run_1/gates.png
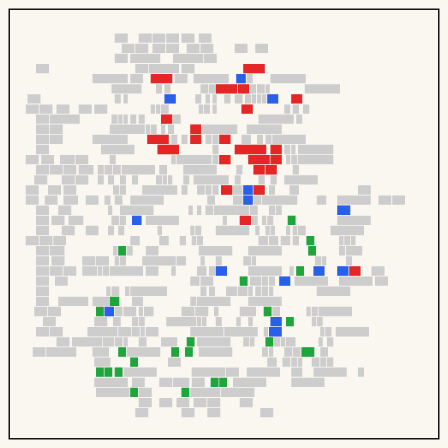
run_1/util_map.png
The die is cut into 12 by 12 equal tiles; white is low, dark blue is high, 0 to 100% covered.
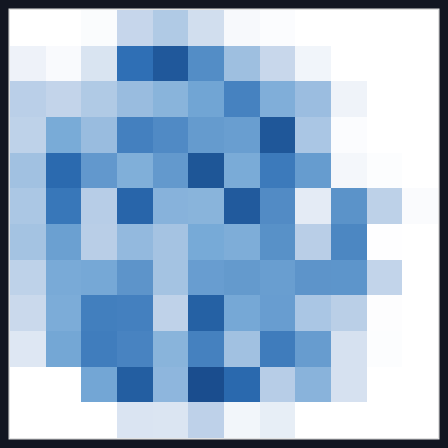
run_1/congestion_map.png
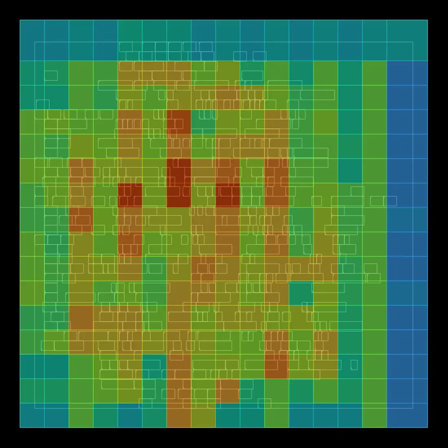
--- src/rtl/usb_utmi_pkg.sv ---
// Shared UTMI transmit-side types: PID codes, CRC16/USB constants, tx arbiter states
// and a byte-wise CRC16 helper.
package usb_utmi_pkg;

  typedef enum logic [3:0] {
    ACK   = 4'b0010,
    NAK   = 4'b1010,
    STALL = 4'b1110,
    DATA0 = 4'b0011,
    DATA1 = 4'b1011
  } usb_pid_t;

  localparam logic [15:0] USB_CRC16_POLY = 16'hA001;
  localparam logic [15:0] USB_CRC16_INIT = 16'hFFFF;

  typedef enum logic [2:0] {
    ST_IDLE,
    ST_PID,
    ST_DATA,
    ST_CRC_LO,
    ST_CRC_HI,
    ST_GAP
  } tx_arb_state_t;

  // Reflected CRC16: the register LSB corresponds to the first bit on the wire.
  function automatic logic [15:0] crc16_byte(input logic [15:0] crc, input logic [7:0] data);
    logic [15:0] c;
    c = crc ^ {8'h00, data};
    for (int i = 0; i < 8; i++) begin
      c = c[0] ? ((c >> 1) ^ USB_CRC16_POLY) : (c >> 1);
    end
    return c;
  endfunction

endpackage

--- src/rtl/usb_crc16.sv ---
// Registered CRC16/USB accumulator; init has priority over update, result valid the
// cycle after an update. No flow control of its own: the caller gates upd on a transfer.
module usb_crc16
  import usb_utmi_pkg::*;
(
  input  logic        clk,
  input  logic        rst_n,
  input  logic        init,
  input  logic        upd,
  input  logic [7:0]  data,
  output logic [15:0] crc
);

  logic [15:0] crc_q, crc_d;

  always_comb begin
    crc_d = crc_q;
    if (init) begin
      crc_d = USB_CRC16_INIT;
    end else if (upd) begin
      crc_d = crc16_byte(crc_q, data);
    end
  end

  always_ff @(posedge clk or negedge rst_n) begin
    if (!rst_n) begin
      crc_q <= USB_CRC16_INIT;
    end else begin
      crc_q <= crc_d;
    end
  end

  assign crc = crc_q;

endmodule

--- src/rtl/usb_tx_arb.sv ---
// Packet scheduler for the UTMI tx byte port: handshake-first, round-robin endpoints, PID/payload/CRC16 sequencing.
// Grant one clock after a request in IDLE; stalls byte-by-byte on tx_ready, then holds IPG_CLKS idle clocks.
module usb_tx_arb
  import usb_utmi_pkg::*;
#(
  parameter int EP_N     = 4,
  parameter int MAX_PKT  = 64,
  parameter int IPG_CLKS = 16
) (
  input  logic              clk,
  input  logic              rst_n,
  input  logic              tx_en,
  input  logic              hs_req,
  input  logic [3:0]        hs_pid,
  output logic              hs_done,
  input  logic [EP_N-1:0]   ep_req,
  input  logic [4*EP_N-1:0] ep_pid,
  input  logic [EP_N-1:0]   ep_zlp,
  input  logic [8*EP_N-1:0] ep_data,
  input  logic [EP_N-1:0]   ep_last,
  output logic [EP_N-1:0]   ep_rd,
  output logic [EP_N-1:0]   ep_done,
  output logic [EP_N-1:0]   ep_trunc,
  output logic [7:0]        data_in,
  output logic              tx_valid,
  input  logic              tx_ready,
  output logic              busy
);

  localparam int PW = (EP_N > 1) ? $clog2(EP_N) : 1;
  localparam int GW = (IPG_CLKS > 1) ? $clog2(IPG_CLKS) : 1;
  localparam logic [7:0] MAX_CNT = 8'(MAX_PKT);

  tx_arb_state_t   state_q;
  logic            gnt_hs_q;
  logic [PW-1:0]   gnt_q, ptr_q;
  logic [3:0]      pid_q;
  logic [7:0]      cnt_q;
  logic [GW-1:0]   gap_q;
  logic            trunc_q, tx_valid_q, hs_done_q;
  logic [EP_N-1:0] ep_done_q, ep_trunc_q;

  logic            xfer, ep_hit, cur_last;
  logic [PW-1:0]   ep_sel, cand;
  logic [7:0]      cur_data;
  logic [15:0]     crc;

  assign xfer     = tx_valid_q && tx_ready;
  assign cur_data = ep_data[{gnt_q, 3'b000} +: 8];
  assign cur_last = ep_last[gnt_q];

  // Search starts one past the last granted endpoint so every requester gets a turn.
  always_comb begin
    ep_hit = 1'b0;
    ep_sel = '0;
    cand   = '0;
    for (int i = 1; i <= EP_N; i++) begin
      cand = PW'((int'(ptr_q) + i) % EP_N);
      if (!ep_hit && ep_req[cand]) begin
        ep_hit = 1'b1;
        ep_sel = cand;
      end
    end
  end

  always_comb begin
    data_in = 8'h00;
    case (state_q)
      ST_PID:    data_in = {~pid_q, pid_q};
      ST_DATA:   data_in = cur_data;
      ST_CRC_LO: data_in = ~crc[7:0];
      ST_CRC_HI: data_in = ~crc[15:8];
      default:   data_in = 8'h00;
    endcase
  end

  always_comb begin
    ep_rd = '0;
    if (state_q == ST_DATA && xfer) begin
      ep_rd[gnt_q] = 1'b1;
    end
  end

  usb_crc16 u_crc (
    .clk   (clk),
    .rst_n (rst_n),
    .init  (state_q == ST_PID),
    .upd   (state_q == ST_DATA && xfer),
    .data  (cur_data),
    .crc   (crc)
  );

  always_ff @(posedge clk or negedge rst_n) begin
    if (!rst_n) begin
      state_q    <= ST_IDLE;
      gnt_hs_q   <= 1'b0;
      gnt_q      <= '0;
      ptr_q      <= '0;
      pid_q      <= 4'h0;
      cnt_q      <= 8'h00;
      gap_q      <= '0;
      trunc_q    <= 1'b0;
      tx_valid_q <= 1'b0;
      hs_done_q  <= 1'b0;
      ep_done_q  <= '0;
      ep_trunc_q <= '0;
    end else begin
      hs_done_q  <= 1'b0;
      ep_done_q  <= '0;
      ep_trunc_q <= '0;
      case (state_q)
        ST_IDLE: begin
          cnt_q   <= 8'h00;
          trunc_q <= 1'b0;
          if (tx_en && hs_req) begin
            gnt_hs_q   <= 1'b1;
            pid_q      <= hs_pid;
            tx_valid_q <= 1'b1;
            state_q    <= ST_PID;
          end else if (tx_en && ep_hit) begin
            gnt_hs_q   <= 1'b0;
            gnt_q      <= ep_sel;
            ptr_q      <= ep_sel;
            pid_q      <= ep_pid[{ep_sel, 2'b00} +: 4];
            tx_valid_q <= 1'b1;
            state_q    <= ST_PID;
          end
        end
        ST_PID: if (xfer) begin
          if (gnt_hs_q) begin
            hs_done_q  <= 1'b1;
            tx_valid_q <= 1'b0;
            gap_q      <= '0;
            state_q    <= ST_GAP;
          end else if (ep_zlp[gnt_q]) begin
            state_q <= ST_CRC_LO;
          end else begin
            state_q <= ST_DATA;
          end
        end
        ST_DATA: if (xfer) begin
          cnt_q <= cnt_q + 8'd1;
          if (cur_last) begin
            state_q <= ST_CRC_LO;
          end else if (cnt_q + 8'd1 == MAX_CNT) begin
            trunc_q <= 1'b1;
            state_q <= ST_CRC_LO;
          end
        end
        ST_CRC_LO: if (xfer) state_q <= ST_CRC_HI;
        ST_CRC_HI: if (xfer) begin
          tx_valid_q        <= 1'b0;
          ep_done_q[gnt_q]  <= 1'b1;
          ep_trunc_q[gnt_q] <= trunc_q;
          gap_q             <= '0;
          state_q           <= ST_GAP;
        end
        ST_GAP: begin
          if (gap_q == GW'(IPG_CLKS - 1)) begin
            state_q <= ST_IDLE;
          end else begin
            gap_q <= gap_q + 1'b1;
          end
        end
        default: state_q <= ST_IDLE;
      endcase
    end
  end

  assign tx_valid = tx_valid_q;
  assign hs_done  = hs_done_q;
  assign ep_done  = ep_done_q;
  assign ep_trunc = ep_trunc_q;
  assign busy     = (state_q != ST_IDLE);

endmodule

--- config.mk ---
export PLATFORM = sky130hd
export DESIGN_NAME = usb_tx_arb
export DESIGN_NICKNAME = d
export VERILOG_FILES = /design/src/rtl/usb_utmi_pkg.sv /design/src/rtl/usb_crc16.sv /design/src/rtl/usb_tx_arb.sv
export SDC_FILE = /design/constraint.sdc
export NUM_CORES = 1
export LEC_CHECK = 0
export CAP_MARGIN = 20
export CORE_MARGIN = 4
export CORE_UTILIZATION = 30
export DETAILED_ROUTE_END_ITERATION = 8
export GPL_TIMING_DRIVEN = 1
export PLACE_DENSITY = 0.58
export SLEW_MARGIN = 30
export SYNTH_ARGS = -nofsm -noshare
export SYNTH_HDL_FRONTEND = slang
export SYNTH_SLANG_ARGS = --single-unit
--- constraint.sdc ---
create_clock -name clk -period 4.4 [get_ports clk]
set_input_delay 0.88 -clock clk [delete_from_list [all_inputs] [get_ports clk]]
set_output_delay 0.88 -clock clk [all_outputs]
set_load 0.02 [all_outputs]
==> reports/results.ini, run 1 <==
[status]
status=complete, no violations

[power]
seqPwrFrac=0.237
clkPwrFrac=0.113
switching_share=0.4359
power_density_mw_per_mm2=709.9
peakVddDrop_uv=365.1

[grt]
overflow=0
grt_pass1_wl_um=15540
grt_max_degree=34
antenna_found_initial=0
grt_pass1_vias=3037

[hold_path]
hold_path.class=register to register
holdPathEnd=u_crc.crc[3]
holdPathStages=2

[clocking]
cts.path.max_buffers=2
cts-htree-levels=2
clk_pin_slew_ps=60
numCtsBuffers=5
holdBufCountCts=0
postCtsSetupBuffers=0
clock.latency.late_pin_ps=290

[detailed_routing]
met3_length_um=527
antenna_left=0
top_layer=met4
m1WireLength_um=4391
viasPerCell=5.154
drt-total-wl_um=9367
wire_per_inst_um=15.82
dr.pass1.iters=5
drc_errors=0

[flow_run]
warning_count=29

[logic_synthesis]
syn-cell-area_mm2=0.003436
top_cell=dfrtp_1
syn-mean-instance-area_um2=9.387
yosys_area_mm2=0.003436
synthCells=366
ys.flops=49
ys.warnings.count=0
async_flop_share=1.000
ff_type=dfrtp_1
yosys-top-cells-area=dfrtp_1, dfstp_2, mux4_2, mux2i_1, a21oi_1
synthTopCellsByCount=dfrtp_1, nand2_1, a21oi_1
ys_seq_frac=0.3627
synthDistinctLibCells=51
edf_count=0

[timing]
clock.fmax_mhz=277.1
period_used_share=0.8202
skew_ps=4.250
drv_slew=0
slew_headroom=0.4059
fin_setup_tns_ps=0
min_period_ps=3609
rsz0062_at_grt=false

[critical_path]
worst_r2r_path_depth=8
endpoint_kind=output pin
worstPathArrival_ps=2730
crit_path_end=data_in[3]
crit_fanout=2
r2r_end=pid_q[0]
worstSetupPathType=primary input to output pin
r2r_start=ptr_q[1]
setup.worst_path.start_class=primary input
cp.depth=5
cpMostUsedCell=clkdlybuf4s50_1

[placement]
dp_hpwl_um=7362
port_buffers=91

[die]
chip_area_mm2=0.01323
die_h_um=115.0
num_io_pins=92

[finish]
final_nets=526
regArea_mm2=0.001246
comb_area_mm2=0.002071
final_cell_mix=clkdlybuf4s50_1, dfrtp_1, nand2_1
antenna_cells=0

Notes on gates.png above:
Red shows xor and xnor cells, cells 23. Green shows and/or cells, cells 24. Blue shows non-inverting ao/oa cells, cells 14.
Finished Layout Cells: 592
most frequent logic cell in the layout: clkdlybuf4s50_1
fraction of area in multi-input gates: 0.4475

Notes on util_map.png above:
The emptiest ninth of the die: top right. The mean over all tiles is 34%. The densest ninth of the die: middle. 6.9% of the tiles are over 75% full.
core area: 0.01103 mm^2
Core Util at FP: 0.3115
Final Util: 0.4195

Notes on congestion_map.png above:
GR peak layer: met2
total track usage: 0.1449
grt met1 use: 0.1997
GR Util met3: 0.03316

## run 1: power by group through the flow
stage / sequential (mW) / clock, mW / combinational (mW)
floorplan: 0.711 / 0 / 1.66
global placement: 0.784 / 0 / 2.14
detailed placement: 0.786 / 0 / 2.15
CTS: 0.780 / 0.380 / 2.16
global route: 0.804 / 0.397 / 2.34
finish: 0.778 / 0.372 / 2.13
## run 1: sequential cells by signal, summed over array words and instances (netlist names)
name	cells
hs_done	1
ptr_q	2
tx_valid	1
gnt_hs_q	1
trunc_q	1
ep_trunc	4
gap_q	4
cnt_q	8
state_q	3
u_crc.crc	16
pid_q	4
ep_done	4
## run 1: stage by stage
| stage | std cells | worst slack (ps) | cell area [um^2] | hold slack [ps] | power, mW |
|---|---|---|---|---|---|
| after floorplan | 366 | 1282 | 3436 | 448.9 | 2.374 |
| after global placement | 584 | 778.8 | 4488 | 465.4 | 2.925 |
| after detailed placement | 584 | 779.3 | 4488 | 472.8 | 2.937 |
| after CTS | 592 | 773.7 | 4627 | 481.0 | 3.324 |
| after global routing | 592 | 752.8 | 4627 | 506.0 | 3.543 |
| final | 592 | 791.2 | 4627 | 476.0 | 3.285 |
## run 1: cells by family after synthesis
group,after synthesis,share of synthesized area
xor+xnor,23,0.07611
mux,33,0.1384
buf+inv,30,0.03605
flops,49,0.3627
compound gates,105,0.1937
fa+ha+maj,6,0.02185
simple gates,120,0.1712
## run 1: worst register-to-register path, stage by stage (launching register included)
cell and delay (ps):
dfrtp_1 690, inv_2 130, ha_1 440, mux2i_1 370
a22oi_1 180, or3_1 380, o31ai_2 430, mux2_2 400
o22ai_1 160
## run 1: area by class of cell
type	instances	area share
well taps	140	0.03786
clock inverters	2	0.002163
multi-input cells	287	0.4475
inverters	10	0.008112
repair buffers	98	0.2071
flip-flops and latches	49	0.2693
clock buffers	6	0.02785
run_1/m2.png
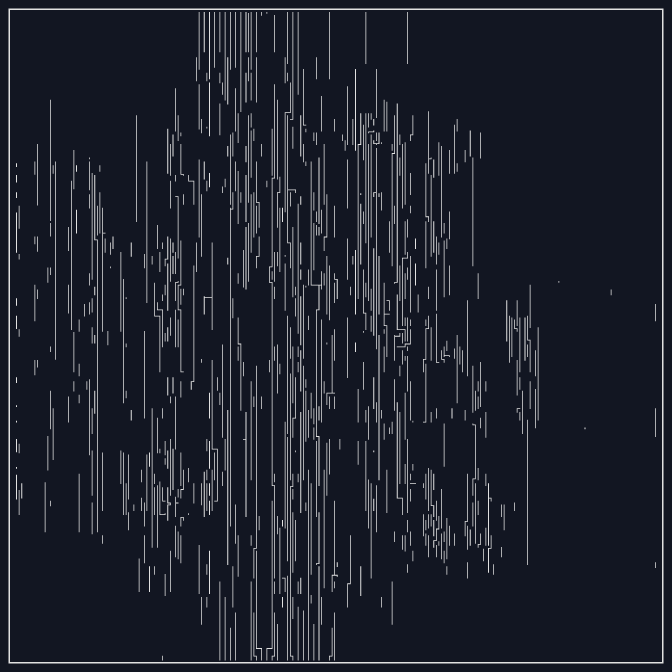

==> inputs of run 2 (changes only) <==
==> constraint.sdc (replaced) <==
create_clock -name clk -period 3.73 [get_ports clk]
set_input_delay 0.746 -clock clk [delete_from_list [all_inputs] [get_ports clk]]
set_output_delay 0.746 -clock clk [all_outputs]
set_load 0.02 [all_outputs]
run_2/m2.png
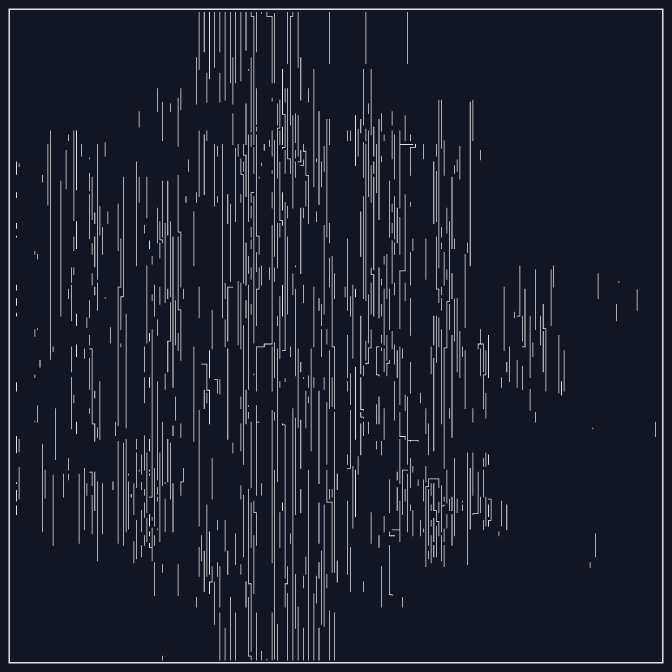
441 nets have wire on it. The layer carries 4530 um of wire. The layer holds 46% of the routed length.
final WL: 9783 um
DR vias: 3123

run_2/gates.png
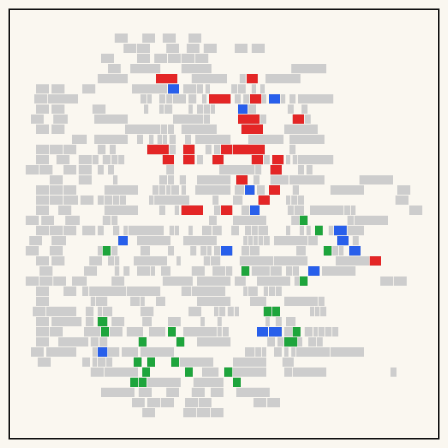
Red shows xor and xnor cells, cells 23. Green shows and/or cells, cells 24. Blue shows non-inverting ao/oa cells, cells 14.

run_2/layers.png
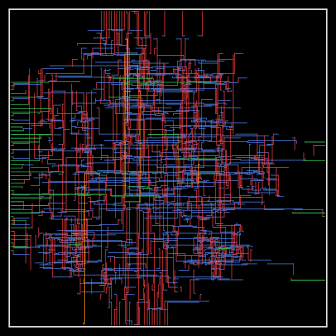
Blue shows M1, wire length 4470 um. Green shows M3, wire length 578 um. Orange shows M4, wire length 208 um. Red shows M2, wire length 4530 um.
total track usage: 0.1550
Avg WL per Cell: 16.44 um

==> run 2 against run 1 <==
Against the previous run:
- non-clock buffer count rose by 3
- largest cell class unchanged
- critical path type unchanged
- final cell count up 0.51%
- sequential power grew 12%
- critical endpoint unchanged
- power is 21% higher
==> reports/results.ini, run 2 <==
[power]
power_density_mw_per_mm2=851.2  ; +20%
peakVddDrop_uv=345.3  ; -5.4%
p_leak_nw=1.894

[finish]
final_util=0.4232  ; +0.003743
clock_buffers=7  ; +1
num-nonclk-buffers=101  ; +3.1%
final_cell_mix=clkdlybuf4s50_1, dfrtp_1, nand2_1
drive_gt1_frac=0.1451
largest_reg_flops=16  ; unchanged
fin_cells=595  ; +0.51%
mostFrequentLayoutCell=clkdlybuf4s50_1
largestClassByArea=multi-input combinational cells
final_nets=529  ; +0.57%
comb_area_mm2=0.002071  ; unchanged
nMultiInputCombCells=287  ; unchanged
stdcell_area_mm2=0.004668  ; +0.89%
seq_share=0.2670  ; -0.002382
inv_count=10  ; unchanged
clock_area_frac=0.03377  ; +0.003755
regArea_mm2=0.001246  ; unchanged
ff_count=49  ; unchanged
antenna_cells=0  ; unchanged
comb_share=0.4436  ; -0.003958
bufAreaShareNonClock=0.2101  ; +0.002992

[grt]
grt_pass1_wl_um=16500  ; +6.2%
grt_max_degree=37  ; +8.8%
grt_pass1_vias=3216  ; +5.9%
antenna_found_initial=0  ; unchanged
overflow=0  ; unchanged

[logic_synthesis]
ys_seq_frac=0.3627  ; unchanged
synthTopCellsByCount=dfrtp_1, nand2_1, a21oi_1
ys.flops=49  ; unchanged
synthCells=366  ; unchanged
top_area_frac=0.2403
yosys_area_mm2=0.003436  ; unchanged
syn-cell-area_mm2=0.003436  ; unchanged
synthDistinctLibCells=51  ; unchanged
async_flop_share=1.000  ; unchanged
yosys-top-cells-area=dfrtp_1, dfstp_2, mux4_2, mux2i_1, a21oi_1
syn-mean-instance-area_um2=9.387  ; unchanged
ff_type=dfrtp_1
edf_count=0  ; unchanged
top_cell=dfrtp_1
ys.warnings.count=0  ; unchanged

[critical_path]
cpMostUsedCell=clkdlybuf4s50_1
setup.worst_path.start_class=primary input
endpoint_kind=output pin
critPathBufInv=2
r2r_slack_ps=850
cp_cell_sequence=clkdlybuf4s50_1, mux4_2, a21oi_1, o22ai_1, clkdlybuf4s50_1
worstPathArrival_ps=2580  ; -150 ps
crit_fanout=2  ; unchanged
worstSetupPathType=primary input to output pin

[placement]
place_inst=587  ; +0.51%
placed_cell_area_mm2=0.004511  ; +0.50%
place_congestion=0.8187
dp_hpwl_um=7566  ; +2.8%
port_buffers=91  ; unchanged

[die]
fp_util=0.3115  ; unchanged
num_io_pins=92  ; unchanged
tap_cells=140  ; unchanged
coreArea_mm2=0.01103  ; unchanged
die_h_um=115.0  ; unchanged
chip_area_mm2=0.01323  ; unchanged

[clocking]
clock.latency.late_pin_ps=290  ; about the same
cts.path.max_buffers=2  ; unchanged
clk_pin_slew_ps=70  ; about the same
postCtsSetupBuffers=0  ; unchanged
numCtsBuffers=5  ; unchanged
cts-htree-levels=2  ; unchanged
holdBufCountCts=0  ; unchanged
cts_root_buf=clkbuf_16

[timing]
fin_setup_tns_ps=0  ; unchanged
skew_ps=5.887  ; +1.637 ps
period_used_share=0.8917
slew_headroom=0.4644  ; +0.05849
rsz0062_at_grt=false
clock.fmax_mhz=300.6
min_period_ps=3326
drv_slew=0  ; unchanged

[hold_path]
hold_path.class=register to register

[detailed_routing]
antenna_left=0  ; unchanged
viasPerCell=5.249  ; +1.8%
dr.pass1.iters=4  ; -1
drt-initial-drc-count=147
drc_errors=0  ; unchanged

[status]
status=complete, no violations

[flow_run]
warning_count=29  ; unchanged

==> run 2: worst reg2reg max path, cell delays in order, from the launching register on <==
cell     delay [ps]
dfrtp_1         360
inv_2            70
ha_1            420
mux2i_1         360
a22oi_1         180
or3_1           380
o31ai_2         470
mux2_2          410
o22ai_1         160
==> run 2: path summary, 6_finish.rpt <==
kind	start	endpoint	cells after the start
max	ep_data[3]	data_in[3]	5
min	u_crc.crc[12]	u_crc.crc[4]	2
max reg2reg	ptr_q[1]	pid_q[3]	8
min reg2reg	u_crc.crc[12]	u_crc.crc[4]	2
max in group asynchronous	rst_n	u_crc.crc[4]	2
min in group asynchronous	rst_n	cnt_q[5]	1
==> run 2: report_power, final <==
group,internal [mW],switching [mW]
combinational,1.24,1.37
clock,0.284,0.199
sequential,0.719,0.154
==> run 2: per-stage QoR <==
stage	total power [mW]	worst slack [ps]	hold WS (ps)
final	3.974	403.8	483.5
after global routing	4.283	220.6	505.0
after CTS	3.993	414.0	484.4
after detailed placement	3.502	419.5	471.8
after global placement	3.474	399.5	461.2
after floorplan	2.801	611.9	448.9
==> run 2: per-layer routing <==
| metal | wire length, um | global-route usage |
|---|---|---|
| met5 | 0 | 0 |
| met4 | 208 | 0.05086 |
| met3 | 577 | 0.03263 |
| met2 | 4528 | 0.2400 |
| met1 | 4468 | 0.2164 |
==> run 2: cells by family (layout without fill, tap and decap cells) <==
group | count (synthesis) | in the layout | share of synthesized area
fa+ha+maj | 6 | 6 | 0.02185
simple gates | 120 | 120 | 0.1712
xor+xnor | 23 | 23 | 0.07611
flops | 49 | 49 | 0.3627
compound gates | 105 | 105 | 0.1937
mux | 33 | 33 | 0.1384
buf+inv | 30 | 119 | 0.03605
==> inputs of run 3 (changes only) <==
--- a/config.mk
+++ b/config.mk
@@ -5,10 +5,12 @@
 export SDC_FILE = /design/constraint.sdc
 export NUM_CORES = 1
 export LEC_CHECK = 0
+export ABC_CLOCK_PERIOD_IN_PS = 3730
 export CAP_MARGIN = 20
 export CORE_MARGIN = 4
 export CORE_UTILIZATION = 30
 export DETAILED_ROUTE_END_ITERATION = 8
+export GPL_ROUTABILITY_DRIVEN = 0
 export GPL_TIMING_DRIVEN = 1
 export PLACE_DENSITY = 0.58
 export SLEW_MARGIN = 30
run_3/util_map.png
The die is cut into 12 by 12 equal tiles; white is low, dark blue is high, 0 to 100% covered.
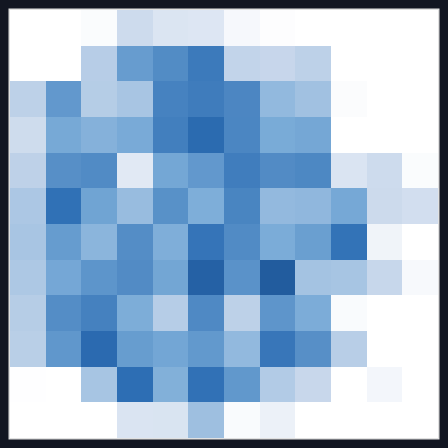
The densest ninth of the die: middle. The emptiest ninth of the die: top right. The fullest tile reaches 82%. 3.5% of the tiles are over 75% full. The mean over all tiles is 34%.

run_3/m2.png
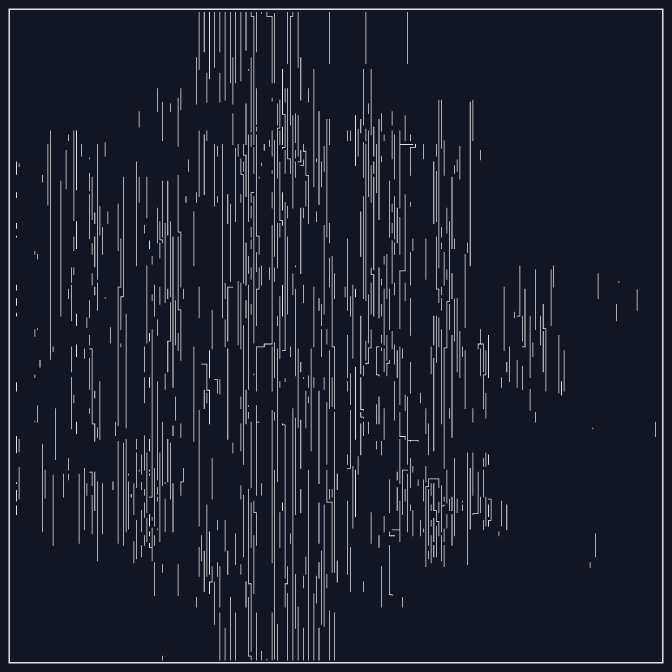
The wires run mostly vertical. The layer holds 46% of the routed length. The layer carries 4530 um of wire. The longest straight run is 44.4 um. 441 nets have wire on it.
GR Layer Usage met2: 0.2400

==> run 3 against run 2 <==
Against the previous run:
- count of clock-buffer cells in the layout unchanged
- register-to-register slack about the same
- setup slack unchanged
- first-iteration DRC count unchanged
- combinational power about the same
- synthesized cell count unchanged
- area after synthesis unchanged
- final area unchanged
- maximum frequency unchanged
- critical endpoint unchanged
==> reports/results.ini, run 3 <==
[status]
status=complete, no violations

[logic_synthesis]
synthDistinctLibCells=51  ; unchanged
ys.flops=49  ; unchanged
yosys_area_mm2=0.003436  ; unchanged
ff_type=dfrtp_1
ys_sh_aoi=0.1937  ; unchanged
ys_sh_simple=0.1712  ; unchanged
edf_count=0  ; unchanged
top_area_frac=0.2403  ; unchanged
ys_seq_frac=0.3627  ; unchanged
synthCells=366  ; unchanged
synth.mux.area_fraction=0.1384  ; unchanged
async_flop_share=1.000  ; unchanged
logic_family=AND-OR/OR-AND gates
ys.warnings.count=0  ; unchanged
ys_sh_adder=0.02185  ; unchanged
synthTopCellsByCount=dfrtp_1, nand2_1, a21oi_1

[finish]
final_cell_mix=clkdlybuf4s50_1, dfrtp_1, nand2_1
largest_reg_flops=16  ; unchanged
final_nets=529  ; unchanged
fin_cells=595  ; unchanged
antenna_cells=0  ; unchanged

[clocking]
numCtsBuffers=5  ; unchanged
postCtsSetupBuffers=0  ; unchanged
clock.latency.late_pin_ps=290  ; about the same
holdBufCountCts=0  ; unchanged
clk_pin_slew_ps=70  ; about the same
cts_root_buf=clkbuf_16
cts-htree-levels=2  ; unchanged

[timing]
min_period_ps=3326  ; unchanged
skew_ps=5.887  ; unchanged
drv_slew=0  ; unchanged
clock.fmax_mhz=300.6  ; unchanged
period_used_share=0.8917  ; unchanged
rsz0062_at_grt=false
setup_slack_ps=403.8  ; unchanged
timing.hold.ws_ps=483.5  ; unchanged
slew_headroom=0.4644  ; unchanged

[flow_run]
warning_count=29  ; unchanged

[detailed_routing]
vias=3123  ; unchanged
drc_errors=0  ; unchanged
wl_met2_um=4528  ; unchanged
viasPerCell=5.249  ; unchanged
antenna_left=0  ; unchanged
met3_length_um=577  ; unchanged
m1WireLength_um=4468  ; unchanged
wire_per_inst_um=16.44  ; unchanged

[critical_path]
r2r_start=ptr_q[1]
worstPathArrival_ps=2580  ; about the same
crit_path_end=data_in[3]
worstSetupPathType=primary input to output pin
worst_r2r_path_depth=8  ; unchanged
endpoint_kind=output pin
worstSetupStartpoint=ep_data[3]
setup.worst_path.start_class=primary input
r2r_slack_ps=850  ; about the same

[power]
p_leak_nw=1.894  ; unchanged
peakVddDrop_uv=345.3  ; unchanged
power_density_mw_per_mm2=851.2  ; unchanged

[grt]
grt_usage=0.1550  ; unchanged
grt_pass1_wl_um=16500  ; unchanged
grt_pass1_vias=3216  ; unchanged
antenna_found_initial=0  ; unchanged
overflow=0  ; unchanged

[placement]
dp_hpwl_um=7566  ; unchanged
place_inst=587  ; unchanged
port_buffers=91  ; unchanged

[hold_path]
hold_path.class=register to register

[die]
chip_area_mm2=0.01323  ; unchanged
num_io_pins=92  ; unchanged
die_h_um=115.0  ; unchanged

run_3/congestion_map.png
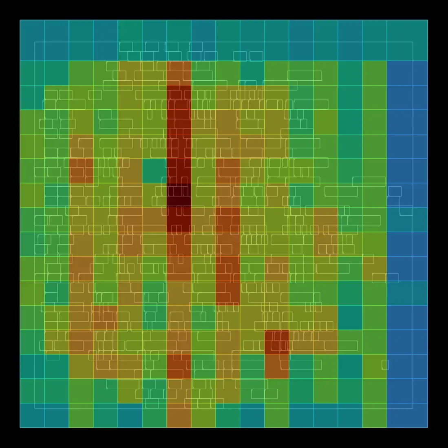
grt met1 use: 0.2164
GR Util met3: 0.03263
Final Util: 0.4232

==> run 3: logic make-up after synthesis <==
logic type | count (synthesis)
XOR/XNOR | 23
flip-flops | 49
multiplexers | 33
adder cells (fa/ha/maj) | 6
AND/OR/NAND/NOR | 120
AND-OR/OR-AND | 105
buffers and inverters | 30
==> run 3: worst min path at each step <==
| stage | cells past startpoint | end | start |
|---|---|---|---|
| global route | 2 | u_crc.crc[1] | u_crc.crc[9] |
| detailed placement | 2 | u_crc.crc[3] | u_crc.crc[11] |
| floorplan | 0 | cnt_q[0] | rst_n |
| finish | 2 | u_crc.crc[4] | u_crc.crc[12] |
| CTS | 2 | u_crc.crc[1] | u_crc.crc[9] |
| global placement | 2 | u_crc.crc[1] | u_crc.crc[9] |
==> run 3: per-layer routing <==
| layer | up-vias | track usage |
|---|---|---|
| met5 | - | 0 |
| met3 | 15 | 0.03263 |
| met4 | 0 | 0.05086 |
| met1 | 1483 | 0.2164 |
| li1 | 1515 | - |
| met2 | 110 | 0.2400 |
==> run 3: power breakdown <==
group          internal, mW  switching, mW
clock network         0.284          0.199
logic                  1.24           1.37
registers             0.719          0.154
total                  2.25           1.73
==> run 3: layout make-up <==
| class | instances | area (um^2) |
|---|---|---|
| clock buffer | 7 | 152.6 |
| clock inverter | 1 | 5.005 |
| fill | 1128 | 6362 |
| inverter | 10 | 37.54 |
| multi-input combinational | 287 | 2071 |
| sequential | 49 | 1246 |
| tap | 140 | 175.2 |
| timing repair buffer | 101 | 980.9 |
==> run 3: worst max-delay path, stage by stage <==
cell,delay (ps)
clkdlybuf4s50_1,420
mux4_2,540
a21oi_1,170
o22ai_1,120
clkdlybuf4s50_1,570
Power is estimated from default activity; no workload was simulated.
